==> images/wires.png <==
Bar = 100 um.
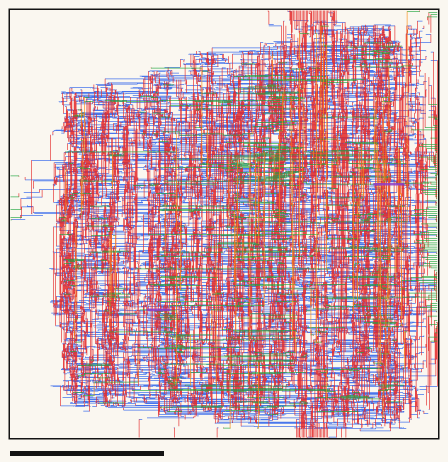
==> images/layer_met4.png <==
Supply wires on this layer in grey. Cells faint in the background.
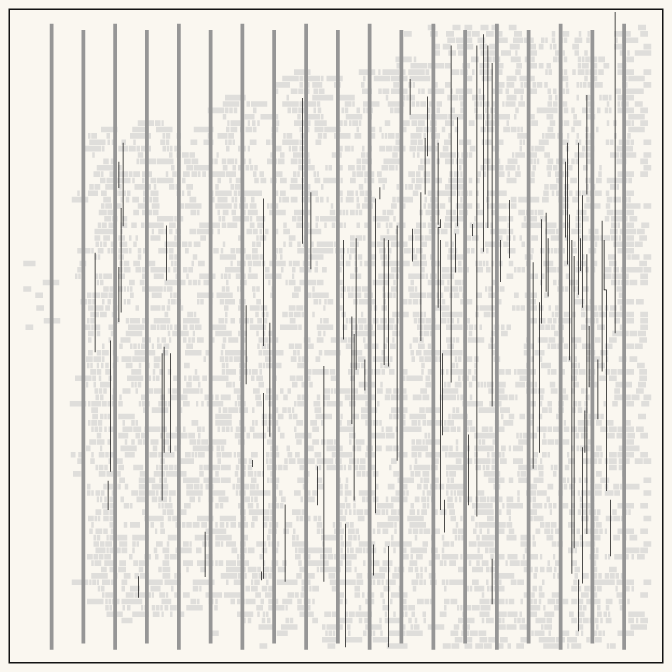
<file path="src/rtl/mult_div_alu_if.sv">
// mult_div_alu_if: operand/command and result bundle for the EX-stage ALU.
// The control side (master) drives the request; the ALU (slave) returns results.
interface mult_div_alu_if #(
   parameter int WIDTH = 32
);
   logic             Start;
   logic [3:0]       ALUControl;
   logic [WIDTH-1:0] Operand1;
   logic [WIDTH-1:0] Operand2;
   logic [WIDTH-1:0] ALUResult;
   logic             Zero;
   logic [WIDTH-1:0] Hi;
   logic [WIDTH-1:0] Lo;
   logic             Busy;
   logic             Done;
   logic             DivByZero;

   modport master (
      output Start, ALUControl, Operand1, Operand2,
      input  ALUResult, Zero, Hi, Lo, Busy, Done, DivByZero
   );

   modport slave (
      input  Start, ALUControl, Operand1, Operand2,
      output ALUResult, Zero, Hi, Lo, Busy, Done, DivByZero
   );
endinterface

</file>
<file path="src/rtl/mult_div_alu.sv">
// mult_div_alu: registered EX-stage ALU with SLT/SLTU, HI/LO multiply/divide
// and MFHI/MFLO. Multiply (shift-add) and divide (restoring) iterate one bit
// per cycle behind a Start/Busy/Done handshake.
// Optional macro MULDIV_FAST_MUL_EN: MULT/MULTU finish in one cycle through a
// combinational multiplier; divide stays iterative.
module mult_div_alu #(
   parameter int WIDTH = 32
) (
   input  logic          clk,
   input  logic          reset,
   mult_div_alu_if.slave bus
);
   localparam int            CW       = $clog2(WIDTH);
   localparam logic [CW-1:0] CNT_LAST = CW'(WIDTH - 1);
   localparam logic [CW-1:0] CNT_ONE  = CW'(1);

   localparam logic [3:0] OP_AND   = 4'b0000;
   localparam logic [3:0] OP_OR    = 4'b0001;
   localparam logic [3:0] OP_ADD   = 4'b0010;
   localparam logic [3:0] OP_SUB   = 4'b0011;
   localparam logic [3:0] OP_SLT   = 4'b0100;
   localparam logic [3:0] OP_SLTU  = 4'b0101;
   localparam logic [3:0] OP_MULTU = 4'b1000;
   localparam logic [3:0] OP_MULT  = 4'b1001;
   localparam logic [3:0] OP_DIVU  = 4'b1010;
   localparam logic [3:0] OP_DIV   = 4'b1011;
   localparam logic [3:0] OP_MFHI  = 4'b1100;
   localparam logic [3:0] OP_MFLO  = 4'b1101;

   typedef enum logic [1:0] {
      S_IDLE = 2'd0,
      S_MUL  = 2'd1,
      S_DIV  = 2'd2,
      S_FIN  = 2'd3
   } state_t;

   // Two's-complement negate, WIDTH bits.
   function automatic logic [WIDTH-1:0] neg_w(input logic [WIDTH-1:0] v);
      return ~v + {{(WIDTH-1){1'b0}}, 1'b1};
   endfunction

   // Two's-complement negate, 2*WIDTH bits.
   function automatic logic [2*WIDTH-1:0] neg_2w(input logic [2*WIDTH-1:0] v);
      return ~v + {{(2*WIDTH-1){1'b0}}, 1'b1};
   endfunction

   // Magnitude of v when it is to be treated as negative; the most-negative
   // value maps onto 2^(WIDTH-1), which still fits as an unsigned magnitude.
   function automatic logic [WIDTH-1:0] magnitude(input logic [WIDTH-1:0] v, input logic is_neg);
      logic [WIDTH-1:0] m;
      if (is_neg) begin
         m = neg_w(v);
      end else begin
         m = v;
      end
      return m;
   endfunction

   state_t             state_q, state_d;
   logic [CW-1:0]      cnt_q, cnt_d;
   logic [2*WIDTH-1:0] acc_q, acc_d;       // multiply: {partial product, remaining multiplier}
   logic [WIDTH-1:0]   rem_q, rem_d;       // divide: partial remainder
   logic [WIDTH-1:0]   quo_q, quo_d;       // divide: dividend bits shifting out, quotient shifting in
   logic [WIDTH-1:0]   b_q, b_d;           // multiplicand / divisor magnitude
   logic               neg_q, neg_d;       // negate product / quotient at the end
   logic               neg_rem_q, neg_rem_d;
   logic [WIDTH-1:0]   result_q, result_d;
   logic               zero_q, zero_d;
   logic [WIDTH-1:0]   hi_q, hi_d;
   logic [WIDTH-1:0]   lo_q, lo_d;
   logic               busy_q, busy_d;
   logic               done_q, done_d;
   logic               dbz_q, dbz_d;

   logic               a_neg_s, b_neg_s;
   logic [WIDTH-1:0]   mag_a_s, mag_b_s;
   logic [WIDTH-1:0]   alu_s;
   logic [WIDTH:0]     mul_sum_s;
   logic [2*WIDTH-1:0] mul_next_s, mul_fix_s;
   logic [WIDTH:0]     rem_sh_s;
   logic               rem_ge_s;
   logic [WIDTH-1:0]   rem_next_s, quo_next_s, rem_fix_s, quo_fix_s;
`ifdef MULDIV_FAST_MUL_EN
   logic [2*WIDTH-1:0] fast_prod_s, fast_fix_s;
`endif

   // Operand magnitudes and the single-cycle result for the current request.
   always_comb begin
      a_neg_s = bus.ALUControl[0] & bus.Operand1[WIDTH-1];
      b_neg_s = bus.ALUControl[0] & bus.Operand2[WIDTH-1];
      mag_a_s = magnitude(bus.Operand1, a_neg_s);
      mag_b_s = magnitude(bus.Operand2, b_neg_s);
      case (bus.ALUControl)
         OP_AND:  alu_s = bus.Operand1 & bus.Operand2;
         OP_OR:   alu_s = bus.Operand1 | bus.Operand2;
         OP_ADD:  alu_s = bus.Operand1 + bus.Operand2;
         OP_SUB:  alu_s = bus.Operand1 - bus.Operand2;
         OP_SLT:  alu_s = {{(WIDTH-1){1'b0}}, ($signed(bus.Operand1) < $signed(bus.Operand2))};
         OP_SLTU: alu_s = {{(WIDTH-1){1'b0}}, (bus.Operand1 < bus.Operand2)};
         OP_MFHI: alu_s = hi_q;
         OP_MFLO: alu_s = lo_q;
         default: alu_s = {WIDTH{1'b0}};
      endcase
   end

   // One shift-add multiply step and one restoring divide step, plus sign fix-up.
   always_comb begin
      mul_sum_s  = {1'b0, acc_q[2*WIDTH-1:WIDTH]} + (acc_q[0] ? {1'b0, b_q} : {(WIDTH+1){1'b0}});
      mul_next_s = {mul_sum_s, acc_q[WIDTH-1:1]};
      if (neg_q) begin
         mul_fix_s = neg_2w(mul_next_s);
      end else begin
         mul_fix_s = mul_next_s;
      end
      rem_sh_s   = {rem_q, quo_q[WIDTH-1]};
      rem_ge_s   = (rem_sh_s >= {1'b0, b_q});
      if (rem_ge_s) begin
         rem_next_s = rem_sh_s[WIDTH-1:0] - b_q;
      end else begin
         rem_next_s = rem_sh_s[WIDTH-1:0];
      end
      quo_next_s = {quo_q[WIDTH-2:0], rem_ge_s};
      if (neg_q) begin
         quo_fix_s = neg_w(quo_next_s);
      end else begin
         quo_fix_s = quo_next_s;
      end
      if (neg_rem_q) begin
         rem_fix_s = neg_w(rem_next_s);
      end else begin
         rem_fix_s = rem_next_s;
      end
   end

`ifdef MULDIV_FAST_MUL_EN
   // Full-width combinational product of the operand magnitudes, sign-corrected.
   always_comb begin
      fast_prod_s = {{WIDTH{1'b0}}, mag_a_s} * {{WIDTH{1'b0}}, mag_b_s};
      if (a_neg_s ^ b_neg_s) begin
         fast_fix_s = neg_2w(fast_prod_s);
      end else begin
         fast_fix_s = fast_prod_s;
      end
   end
`endif

   // Next-state and next-output logic of the IDLE/MUL/DIV/FIN controller.
   always_comb begin
      state_d   = state_q;
      cnt_d     = cnt_q;
      acc_d     = acc_q;
      rem_d     = rem_q;
      quo_d     = quo_q;
      b_d       = b_q;
      neg_d     = neg_q;
      neg_rem_d = neg_rem_q;
      result_d  = result_q;
      zero_d    = zero_q;
      hi_d      = hi_q;
      lo_d      = lo_q;
      busy_d    = 1'b0;
      done_d    = 1'b0;
      dbz_d     = dbz_q;
      case (state_q)
         S_MUL: begin
            acc_d = mul_next_s;
            cnt_d = cnt_q + CNT_ONE;
            if (cnt_q == CNT_LAST) begin
               hi_d    = mul_fix_s[2*WIDTH-1:WIDTH];
               lo_d    = mul_fix_s[WIDTH-1:0];
               zero_d  = (mul_fix_s[WIDTH-1:0] == {WIDTH{1'b0}});
               done_d  = 1'b1;
               state_d = S_FIN;
            end else begin
               busy_d  = 1'b1;
            end
         end
         S_DIV: begin
            rem_d = rem_next_s;
            quo_d = quo_next_s;
            cnt_d = cnt_q + CNT_ONE;
            if (cnt_q == CNT_LAST) begin
               hi_d    = rem_fix_s;
               lo_d    = quo_fix_s;
               zero_d  = (quo_fix_s == {WIDTH{1'b0}});
               done_d  = 1'b1;
               state_d = S_FIN;
            end else begin
               busy_d  = 1'b1;
            end
         end
         S_IDLE, S_FIN: begin
            // FIN is the Done cycle; Busy is already low so a new Start is taken.
            state_d = S_IDLE;
            if (bus.Start) begin
               dbz_d = 1'b0;
               case (bus.ALUControl)
                  OP_MULTU, OP_MULT: begin
`ifdef MULDIV_FAST_MUL_EN
                     hi_d   = fast_fix_s[2*WIDTH-1:WIDTH];
                     lo_d   = fast_fix_s[WIDTH-1:0];
                     zero_d = (fast_fix_s[WIDTH-1:0] == {WIDTH{1'b0}});
                     done_d = 1'b1;
`else
                     state_d = S_MUL;
                     busy_d  = 1'b1;
                     acc_d   = {{WIDTH{1'b0}}, mag_a_s};
                     b_d     = mag_b_s;
                     cnt_d   = {CW{1'b0}};
                     neg_d   = a_neg_s ^ b_neg_s;
`endif
                  end
                  OP_DIVU, OP_DIV: begin
                     if (bus.Operand2 == {WIDTH{1'b0}}) begin
                        hi_d   = bus.Operand1;
                        lo_d   = {WIDTH{1'b1}};
                        zero_d = 1'b0;
                        dbz_d  = 1'b1;
                        done_d = 1'b1;
                     end else begin
                        state_d   = S_DIV;
                        busy_d    = 1'b1;
                        rem_d     = {WIDTH{1'b0}};
                        quo_d     = mag_a_s;
                        b_d       = mag_b_s;
                        cnt_d     = {CW{1'b0}};
                        neg_d     = a_neg_s ^ b_neg_s;
                        neg_rem_d = a_neg_s;
                     end
                  end
                  default: begin
                     result_d = alu_s;
                     zero_d   = (alu_s == {WIDTH{1'b0}});
                     done_d   = 1'b1;
                  end
               endcase
            end else begin
               state_d = S_IDLE;
            end
         end
         default: state_d = S_IDLE;
      endcase
   end

   // State and output registers; reset aborts any operation in flight.
   always_ff @(posedge clk) begin
      if (reset) begin
         state_q   <= S_IDLE;
         cnt_q     <= {CW{1'b0}};
         acc_q     <= {(2*WIDTH){1'b0}};
         rem_q     <= {WIDTH{1'b0}};
         quo_q     <= {WIDTH{1'b0}};
         b_q       <= {WIDTH{1'b0}};
         neg_q     <= 1'b0;
         neg_rem_q <= 1'b0;
         result_q  <= {WIDTH{1'b0}};
         zero_q    <= 1'b0;
         hi_q      <= {WIDTH{1'b0}};
         lo_q      <= {WIDTH{1'b0}};
         busy_q    <= 1'b0;
         done_q    <= 1'b0;
         dbz_q     <= 1'b0;
      end else begin
         state_q   <= state_d;
         cnt_q     <= cnt_d;
         acc_q     <= acc_d;
         rem_q     <= rem_d;
         quo_q     <= quo_d;
         b_q       <= b_d;
         neg_q     <= neg_d;
         neg_rem_q <= neg_rem_d;
         result_q  <= result_d;
         zero_q    <= zero_d;
         hi_q      <= hi_d;
         lo_q      <= lo_d;
         busy_q    <= busy_d;
         done_q    <= done_d;
         dbz_q     <= dbz_d;
      end
   end

   assign bus.ALUResult = result_q;
   assign bus.Zero      = zero_q;
   assign bus.Hi        = hi_q;
   assign bus.Lo        = lo_q;
   assign bus.Busy      = busy_q;
   assign bus.Done      = done_q;
   assign bus.DivByZero = dbz_q;
endmodule

</file>
<file path="src/flat_wrapper.sv">
// flat-port wrapper written by rule: the top's interface ports become plain ports
module mult_div_alu_flat 
#(
   parameter int WIDTH = 32
)
  (clk, reset, bus_Start, bus_ALUControl, bus_Operand1, bus_Operand2, bus_ALUResult, bus_Zero, bus_Hi, bus_Lo, bus_Busy, bus_Done, bus_DivByZero);
  mult_div_alu_if #(.WIDTH(WIDTH)) bus_i ();
  input  logic clk;
  input  logic reset;
  input wire logic [$bits(bus_i.Start)-1:0] bus_Start;
  input wire logic [$bits(bus_i.ALUControl)-1:0] bus_ALUControl;
  input wire logic [$bits(bus_i.Operand1)-1:0] bus_Operand1;
  input wire logic [$bits(bus_i.Operand2)-1:0] bus_Operand2;
  output wire logic [$bits(bus_i.ALUResult)-1:0] bus_ALUResult;
  output wire logic [$bits(bus_i.Zero)-1:0] bus_Zero;
  output wire logic [$bits(bus_i.Hi)-1:0] bus_Hi;
  output wire logic [$bits(bus_i.Lo)-1:0] bus_Lo;
  output wire logic [$bits(bus_i.Busy)-1:0] bus_Busy;
  output wire logic [$bits(bus_i.Done)-1:0] bus_Done;
  output wire logic [$bits(bus_i.DivByZero)-1:0] bus_DivByZero;
  assign bus_i.Start = bus_Start;
  assign bus_i.ALUControl = bus_ALUControl;
  assign bus_i.Operand1 = bus_Operand1;
  assign bus_i.Operand2 = bus_Operand2;
  assign bus_ALUResult = bus_i.ALUResult;
  assign bus_Zero = bus_i.Zero;
  assign bus_Hi = bus_i.Hi;
  assign bus_Lo = bus_i.Lo;
  assign bus_Busy = bus_i.Busy;
  assign bus_Done = bus_i.Done;
  assign bus_DivByZero = bus_i.DivByZero;
  mult_div_alu #(.WIDTH(WIDTH)) u_core (.clk(clk), .reset(reset), .bus(bus_i));
endmodule
</file>
<file path="config.mk">
export PLATFORM = sky130hd
export DESIGN_NAME = mult_div_alu_flat
export DESIGN_NICKNAME = d
export VERILOG_FILES = /design/src/rtl/mult_div_alu_if.sv /design/src/rtl/mult_div_alu.sv /design/src/flat_wrapper.sv
export SDC_FILE = /design/constraint.sdc
export NUM_CORES = 1
export LEC_CHECK = 0
export CAP_MARGIN = 5
export CELL_PAD_IN_SITES_DETAIL_PLACEMENT = 0
export CELL_PAD_IN_SITES_GLOBAL_PLACEMENT = 2
export CORE_MARGIN = 4
export CORE_UTILIZATION = 35
export DETAILED_ROUTE_END_ITERATION = 6
export HOLD_SLACK_MARGIN = 0.12
export PLACE_DENSITY = 0.86
export SLEW_MARGIN = 20
export SYNTH_ARGS = -nofsm -noshare
export SYNTH_HDL_FRONTEND = slang
export SYNTH_SLANG_ARGS = --single-unit
</file>
<file path="constraint.sdc">
create_clock -name clk -period 7.21 [get_ports clk]
set_input_delay 0.721 -clock clk [delete_from_list [all_inputs] [get_ports clk]]
set_output_delay 0.721 -clock clk [all_outputs]
set_load 0.01 [all_outputs]
</file>
==> flow_summary.yaml <==
# flow metrics
synth:
  common_cells: "nor2_1 (431), nand2_1 (332), a21oi_1 (292)"
  yosysUniqueCellTypes: 90
  postSynth.asyncResetShare: 0
  flop_cell: "dfxtp_1"
  synth_top_area_share: 0.211
  avgSynthCellArea_um2: 7.12
  topCellsByArea: "dfxtp_1 (21%), ha_1 (8.3%), nor2_1 (6.3%), a21oi_1 (5.7%), xnor2_1 (5.5%)"
  ys_area_um2: 25500
  most_common_cell: "nor2_1"
  synthCells: 3584
  synth_top_cell_by_area: "dfxtp_1"
  fp_nets: 3828
  synth_stat.cells: 3584
final_timing:
  hold-worst-slack_ns: 0.472
  finalClockSkew_ns: 0.0173
  setup_tns_ns: 0
  maxSlewViolCount: 0
  rsz0062_at_grt: "false"
  max_freq_mhz: 165
  hold_violations: 0
  fin_ws_ns: 1.15
die:
  die_x_um: 278
  pin_count: 171
  tapCellCount: 950
  core_um2: 71900
  num_rows: 98
global_routing:
  grt_pass1_vias: 26346
  met1_usage: 0.398
  top_usage_layer: "met2"
  grt_util_met3: 0.0363
  grt_pass1_wl_mm: 174
  antenna_found_initial: 3
setup_path:
  crit_type: "reg2reg"
  worstPathCellList: "inv_1 > ha_1 > a21oi_1 > o21ai_0 > a221o_1 > o21ai_0 > nand2_2 > inv_1 > ha_1 > nand3_1 > buf_4 > or3_1 > nand2_1 > xnor2_1 > or4b_2 > nor4_1 > nand4_1 > nor3_1 > and4b_1 > a31oi_1 > o21ai_0"
  reg2reg_depth: 21
  r2r_end: "u_core.bus.Zero$_SDFFE_PP0P_"
  slowest_stage: "or4b_2"
  crit_path_end_kind: "flop"
  timing.critical_path.from: "u_core.b_q[18]$_SDFFE_PP0P_"
  critPathLaunchType: "flop"
  worst-path-stages: 21
  cp.arrival_ns: 6.56
  required_ns: 7.71
  max_stage_delay_ns: 0.64
  cpLargestDelayFamily: "simple AND/OR/NAND/NOR gates"
  critPathBufInv: 3
  path_max_fanout: 10
clock_network:
  htreeDepth: 2
  cts_setup_buffers: 0
  tritoncts: "done"
  cts_sinks: 269
  ctsResizeCount: 0
  clk_pin_slew_ns: 0.05
  clk_latency_ns: 0.58
  cts-hold-fix-buffers: 0
job:
  warnings: 91
drt:
  wl_met3_mm: 8.18
  dr.pass1.iters: 6
  drt_iter0_drc: 3287
  m1WireLength_mm: 52.1
  drtAntennaViolNets: 0
  post-route-drc-count: 0
  wl_per_cell_um: 26.0
finish:
  signal_buffers: 221
  drive_gt1_frac: 0.0518
  seq_area_um2: 5390
  layout.nonclk_buf_frac: 0.0715
  fill_cells: 7649
  top_register: "u_core.acc_q"
  clockNetworkAreaShare: 0.0426
  comb_share: 0.640
  final_cells: 4561
  logic_area_um2: 18700
  inv_count: 153
  fin_nets: 3830
  n_sequential_cell: 269
  largest_reg_flops: 64
min_path:
  min-delay-start: "u_core.acc_q[62]$_SDFFE_PP0P_"
  hold_depth: 2
  holdPathEnd: "u_core.acc_q[62]$_SDFFE_PP0P_"
power_and_ir_drop:
  power.density_nw_per_um2: 173
  p_total_mw: 5.03
  total_leakage_power_nw: 11.2
  ir_drop_mv: 0.156
status:
  status: "complete, no violations"
placement:
  post-place-ws_ns: 1.13
  dp.cells: 4496
Back to the opening pictures, wires.png:
legend:
  metal 1:
    colour: blue
    wire_length: 52.1 mm
  metal 4:
    colour: orange
    wire_length: 4200 um
  metal 5:
    colour: purple
    wire_length: 32.2 um
  metal 2:
    colour: red
    wire_length: 53.9 mm
  metal 3:
    colour: green
    wire_length: 8180 um
wirelength, routed: 118 mm
GRT Total Usage: 0.290
Vias: 28216

Back to the opening pictures, layer_met4.png:
main direction: vertical
nets with wire on the layer: 63

## cells in the final DEF (no fill, tap or decap), types with 67 or more instances in the layout
cell type,instances
nor2_1,426
a21oi_1,291
xnor2_1,160
dfxtp_1,267
o21ai_0,214
nand2_1,328
clkdlybuf4s50_1,168
a211oi_1,140
ha_1,167
o211ai_1,67
nand3_1,84
nor3_1,92
inv_1,152
xor2_1,78
## report_power, final
group / switching, mW / leakage (nW) / internal, mW
sequential: 0.0554 / 2.18 / 1.53
clock: 0.794 / 0.607 / 1.14
combinational: 0.995 / 8.39 / 0.515
## cell families after synthesis
kind of cell	share of synthesized area
buffers and inverters	0.0618
XOR/XNOR	0.0816
flip-flops	0.211
adder cells (fa/ha/maj)	0.0860
multiplexers	0.0165
AND-OR/OR-AND	0.307
AND/OR/NAND/NOR	0.236
Power figures rest on the tool's default switching activity, not on a simulated workload.
